==> config.mk <==
export PLATFORM = sky130hd
export DESIGN_NAME = alu_arbiter
export DESIGN_NICKNAME = d
export VERILOG_FILES = /design/src/rtl/alu_arbiter_pkg.sv /design/src/rtl/alu_rsp_slot.sv /design/src/rtl/alu_arbiter.sv
export SDC_FILE = /design/constraint.sdc
export NUM_CORES = 1
export LEC_CHECK = 0
export CORE_UTILIZATION = 28
export CTS_BUF_LIST = sky130_fd_sc_hd__clkbuf_16
export DETAILED_ROUTE_END_ITERATION = 8
export GPL_TIMING_DRIVEN = 0
export PLACE_DENSITY = 0.69
export SLEW_MARGIN = 20
export SYNTH_ARGS = -nofsm -noshare
export SYNTH_HDL_FRONTEND = slang
export SYNTH_HIERARCHICAL = 1
export SYNTH_SLANG_ARGS = --single-unit
export TNS_END_PERCENT = 10
==> constraint.sdc <==
create_clock -name clock -period 3.5 [get_ports clock]
set_input_delay 0.525 -clock clock [delete_from_list [all_inputs] [get_ports clock]]
set_output_delay 0.525 -clock clock [all_outputs]
set_load 0.05 [all_outputs]
==> src/rtl/alu_arbiter_pkg.sv <==
// rtl/alu_arbiter_pkg.sv - shared opcode and port-index constants for the ALU arbiter
package alu_arbiter_pkg;

    localparam logic [3:0] ALUC_ADD  = 4'b0000;
    localparam logic [3:0] ALUC_SUB  = 4'b0100;
    localparam logic [3:0] ALUC_AND  = 4'b0001;
    localparam logic [3:0] ALUC_OR   = 4'b0101;
    localparam logic [3:0] ALUC_XOR  = 4'b0010;
    localparam logic [3:0] ALUC_LUI  = 4'b0110;
    localparam logic [3:0] ALUC_SLL  = 4'b0011;
    localparam logic [3:0] ALUC_SRL  = 4'b0111;
    localparam logic [3:0] ALUC_SRA  = 4'b1111;
    localparam logic [3:0] ALUC_HADS = 4'b1011;

    localparam logic P0 = 1'b0;
    localparam logic P1 = 1'b1;

endpackage

==> src/rtl/alu_rsp_slot.sv <==
// rtl/alu_rsp_slot.sv - one-deep registered response slot with valid/ready
module alu_rsp_slot #(
    parameter int W = 32
) (
    input  logic         clock,
    input  logic         reset,
    input  logic         load,
    input  logic [W-1:0] s_in,
    input  logic         z_in,
    output logic         rs_valid,
    input  logic         rs_ready,
    output logic [W-1:0] rs_s,
    output logic         rs_z
);

    // Load wins over drain so a slot emptying this cycle can be refilled at once.
    always_ff @(posedge clock) begin
        if (reset) begin
            rs_valid <= 1'b0;
            rs_s     <= '0;
            rs_z     <= 1'b0;
        end else if (load) begin
            rs_valid <= 1'b1;
            rs_s     <= s_in;
            rs_z     <= z_in;
        end else if (rs_valid && rs_ready) begin
            rs_valid <= 1'b0;
        end
    end

endmodule

==> src/rtl/alu_arbiter.sv <==
// rtl/alu_arbiter.sv - two-port arbiter sharing one external combinational ALU
module alu_arbiter
    import alu_arbiter_pkg::*;
#(
    parameter bit RR = 1'b1,
    parameter int W  = 32
) (
    input  logic         clock,
    input  logic         reset,

    input  logic         r0_valid,
    output logic         r0_ready,
    input  logic [W-1:0] r0_a,
    input  logic [W-1:0] r0_b,
    input  logic [3:0]   r0_aluc,

    input  logic         r1_valid,
    output logic         r1_ready,
    input  logic [W-1:0] r1_a,
    input  logic [W-1:0] r1_b,
    input  logic [3:0]   r1_aluc,

    output logic         rs0_valid,
    input  logic         rs0_ready,
    output logic [W-1:0] rs0_s,
    output logic         rs0_z,

    output logic         rs1_valid,
    input  logic         rs1_ready,
    output logic [W-1:0] rs1_s,
    output logic         rs1_z,

    output logic [W-1:0] alu_a,
    output logic [W-1:0] alu_b,
    output logic [3:0]   alu_aluc,
    input  logic [W-1:0] alu_s,
    input  logic         alu_z
);

    logic last_grant;
    logic elig0;
    logic elig1;
    logic grant0;
    logic grant1;
    logic p0_wins;

    // A port may issue only if its response slot is empty or draining this cycle.
    assign elig0 = r0_valid && (!rs0_valid || rs0_ready);
    assign elig1 = r1_valid && (!rs1_valid || rs1_ready);

    // Under contention port 0 wins unless round-robin says it went last.
    assign p0_wins = RR ? (last_grant != P0) : 1'b1;

    // Grant is held off during reset so no request is accepted in that cycle.
    always_comb begin
        grant0 = 1'b0;
        grant1 = 1'b0;
        if (!reset) begin
            grant0 = elig0 && (!elig1 || p0_wins);
            grant1 = elig1 && !grant0;
        end
    end

    assign r0_ready = grant0;
    assign r1_ready = grant1;

    // Steer the granted port's operands to the shared ALU; idle drives zeros.
    always_comb begin
        alu_a    = '0;
        alu_b    = '0;
        alu_aluc = ALUC_ADD;
        if (grant0) begin
            alu_a    = r0_a;
            alu_b    = r0_b;
            alu_aluc = r0_aluc;
        end else if (grant1) begin
            alu_a    = r1_a;
            alu_b    = r1_b;
            alu_aluc = r1_aluc;
        end
    end

    // Last-grant pointer moves only on a grant; reset points at port 1 so port 0 goes first.
    always_ff @(posedge clock) begin
        if (reset) begin
            last_grant <= P1;
        end else if (grant0) begin
            last_grant <= P0;
        end else if (grant1) begin
            last_grant <= P1;
        end
    end

    alu_rsp_slot #(.W(W)) u_slot0 (
        .clock    (clock),
        .reset    (reset),
        .load     (grant0),
        .s_in     (alu_s),
        .z_in     (alu_z),
        .rs_valid (rs0_valid),
        .rs_ready (rs0_ready),
        .rs_s     (rs0_s),
        .rs_z     (rs0_z)
    );

    alu_rsp_slot #(.W(W)) u_slot1 (
        .clock    (clock),
        .reset    (reset),
        .load     (grant1),
        .s_in     (alu_s),
        .z_in     (alu_z),
        .rs_valid (rs1_valid),
        .rs_ready (rs1_ready),
        .rs_s     (rs1_s),
        .rs_z     (rs1_z)
    );

endmodule

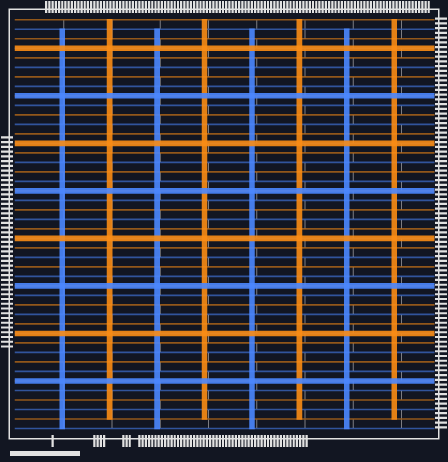
Figure 1: supply network.
Bar = 20 um. Pins as bars on the die edge. Tap cells in gray.
[VSS] blue
[VDD] orange
met1 rails: 44
met4 straps: 8
rows: 43
Core Area: 14040 um2
Die Y: 122.5 um
peak ir drop on the vdd network: 220.5 uV
Die X-Extent: 122.5 um

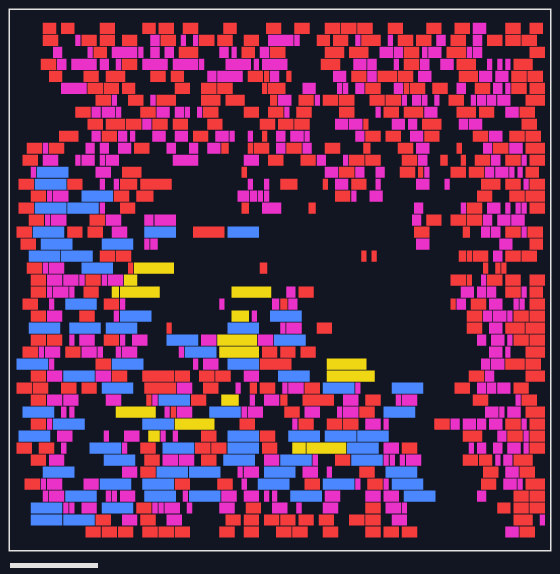
Figure 2: placement by cell class.
Bar = 20 um.
[flops] blue | cells: 69
[other buffers and delay cells] red | cells: 357
[combinational and other logic] magenta | cells: 354
[clock drivers and dummy loads] yellow | cells: 16
Row Count: 43
share of the final layout cell area in sequential cells: 0.1777
fraction of the core area covered by cells at the end of the flow: 0.5537
final instance area: 7775 um2

==> flow_summary.yaml <==
# synthesis and place-and-route metrics
layout:
  final_cells: 976
  final_common_cell: "sky130_fd_sc_hd__clkdlybuf4s50_1"
  lay_top_cells: "sky130_fd_sc_hd__clkdlybuf4s50_1, sky130_fd_sc_hd__inv_1, sky130_fd_sc_hd__nand2b_1, sky130_fd_sc_hd__nor2_1, sky130_fd_sc_hd__dfxtp_1"
  post_route_cells_drive_above_1_share: 0.06281
job:
  maxCapViolations: 0
  warnings: 26
final_timing:
  worstMarginPinSlew_ns: 0.6831
  final_setup_violating_endpoints: 0
  maxSlewHeadroom: 0.5446
  report.final.slew_viol_count: 0
  final_period_minus_worst_setup_slack_ns: 3.441
  max_clock_freq_ghz: 0.2906
  finalCritPeriodShare: 0.9833
  fin_ws_ns: 0.05856
drt:
  routed-via-count: 4642
  detail_route.iter0.violations: 163
  drt-vias-per-instance: 4.756
  post-route-drc-count: 0
  detailedRoute.firstPassIterationCount: 4
  wl_per_cell_um: 17.20
clock_network:
  clk_pin_slew_ns: 0.06
  numClockSinks: 69
  post-cts-setup-buffers: 0
  cts_buffer_depth: 2
  cts.hold.buffers_added: 0
grt:
  grt_pass1_wl_um: 23780
  largest_net_degree_at_the_start_of_global_routing: 15
  grt_pass1_vias: 4543
critical_path:
  cp.arrival_ns: 2.92
  crit_required_ns: 2.97
  worstPathMaxFanout: 10
  crit_path_end_kind: "output port"
  worst_r2r_endpoint: "u_slot1/rs_s[9]"
  r2r_setup_slack_ns: 1.36
  critPathLaunch: "rs1_ready"
worst_hold_path:
  worst_hold_path.num_cells: 2
  min_delay_worst_endpoint: "u_slot0/rs_valid"
synthesis:
  xor_area_frac: 0
  ys.flop_type: "sky130_fd_sc_hd__dfxtp_1"
  top_cells_by_area: "sky130_fd_sc_hd__dfxtp_1, sky130_fd_sc_hd__mux2i_1, sky130_fd_sc_hd__o32ai_1"
  and_or_nand_nor_area_frac: 0.1773
place:
  placedCellCount: 960
outcome:
  status: "complete, no violations"
pwr:
  power_density_nw_per_um2: 363.0
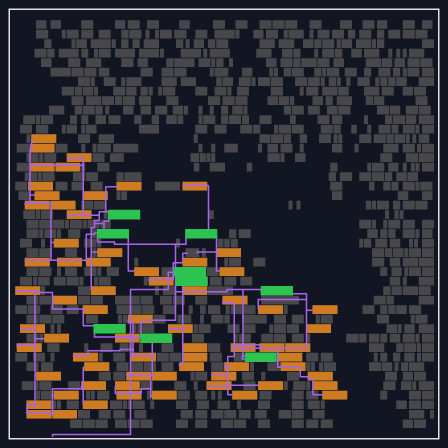
Figure 3: clock wires, drivers and flops.
[clock drivers] green | count: 9
[flip-flops] orange | count: 69
[clock wires] purple | length: 877 um
routed clock nets: 10
clock network power: 929 uW
clock insertion delay at the later pin of the skew report: 0.33 ns
Worst Skew: 0.01104 ns
power share of the clock group: 0.329

[layer usage]
layer / global-route usage / part of all wire / vias to the layer above
met1: 0.2184 / 0.38 / 2196
met2: 0.3834 / 0.53 / 186
li1: - / - / 2236
met3: 0.06041 / 0.078 / 24
met4: 0.05716 / 0.018 / 0
met5: 0 / 0 / -
[critical path, cell delays in order]
cell and delay (ns):
sky130_fd_sc_hd__clkdlybuf4s50_1 0.41, sky130_fd_sc_hd__nand2b_4 0.16, sky130_fd_sc_hd__a311o_1 0.35, sky130_fd_sc_hd__buf_2 0.17, sky130_fd_sc_hd__buf_2 0.19, sky130_fd_sc_hd__o32ai_1 0.23
sky130_fd_sc_hd__clkdlybuf4s50_1 0.87
[area by class of cell]
type                       instances  area (um2)
tap                              180       225.2
timing repair buffer             311        3178
inverter                          72       270.3
clock inverter                     7       82.58
sequential                        69        1381
multi-input combinational        282        2097
fill                            1284        6267
buffer                            46       315.3
clock buffer                       9       225.2
[sequential cells by signal, indices dropped and copies added, names as in the netlist]
signal,flops
u_slot0/rs_s,32
u_slot1/rs_s,32
u_slot1/rs_valid,1
last_grant,1
u_slot0/rs_z,1
u_slot0/rs_valid,1
u_slot1/rs_z,1
[where the power goes]
group / leakage [nW] / internal [mW] / switching, mW
logic: 2.86 / 0.450 / 0.599
clock network: 0.150 / 0.564 / 0.365
registers: 0.563 / 0.824 / 0.0210
total: 3.57 / 1.84 / 0.985
[logic make-up (layout without fill, tap and decap cells)]
kind of cell	count (synthesis)	after routing
AOI/OAI and AO/OA	74	74
buffers and inverters	118	445
and+or+nand+nor	142	142
DFF	69	69
muxes	66	66
[what timing repair did]
item / in CTS / in global routing
setup endpoints to repair: 16 / 34
gates cloned: 0 / 0
gates resized: 16 / 34
Power and IR drop assume default switching activity.
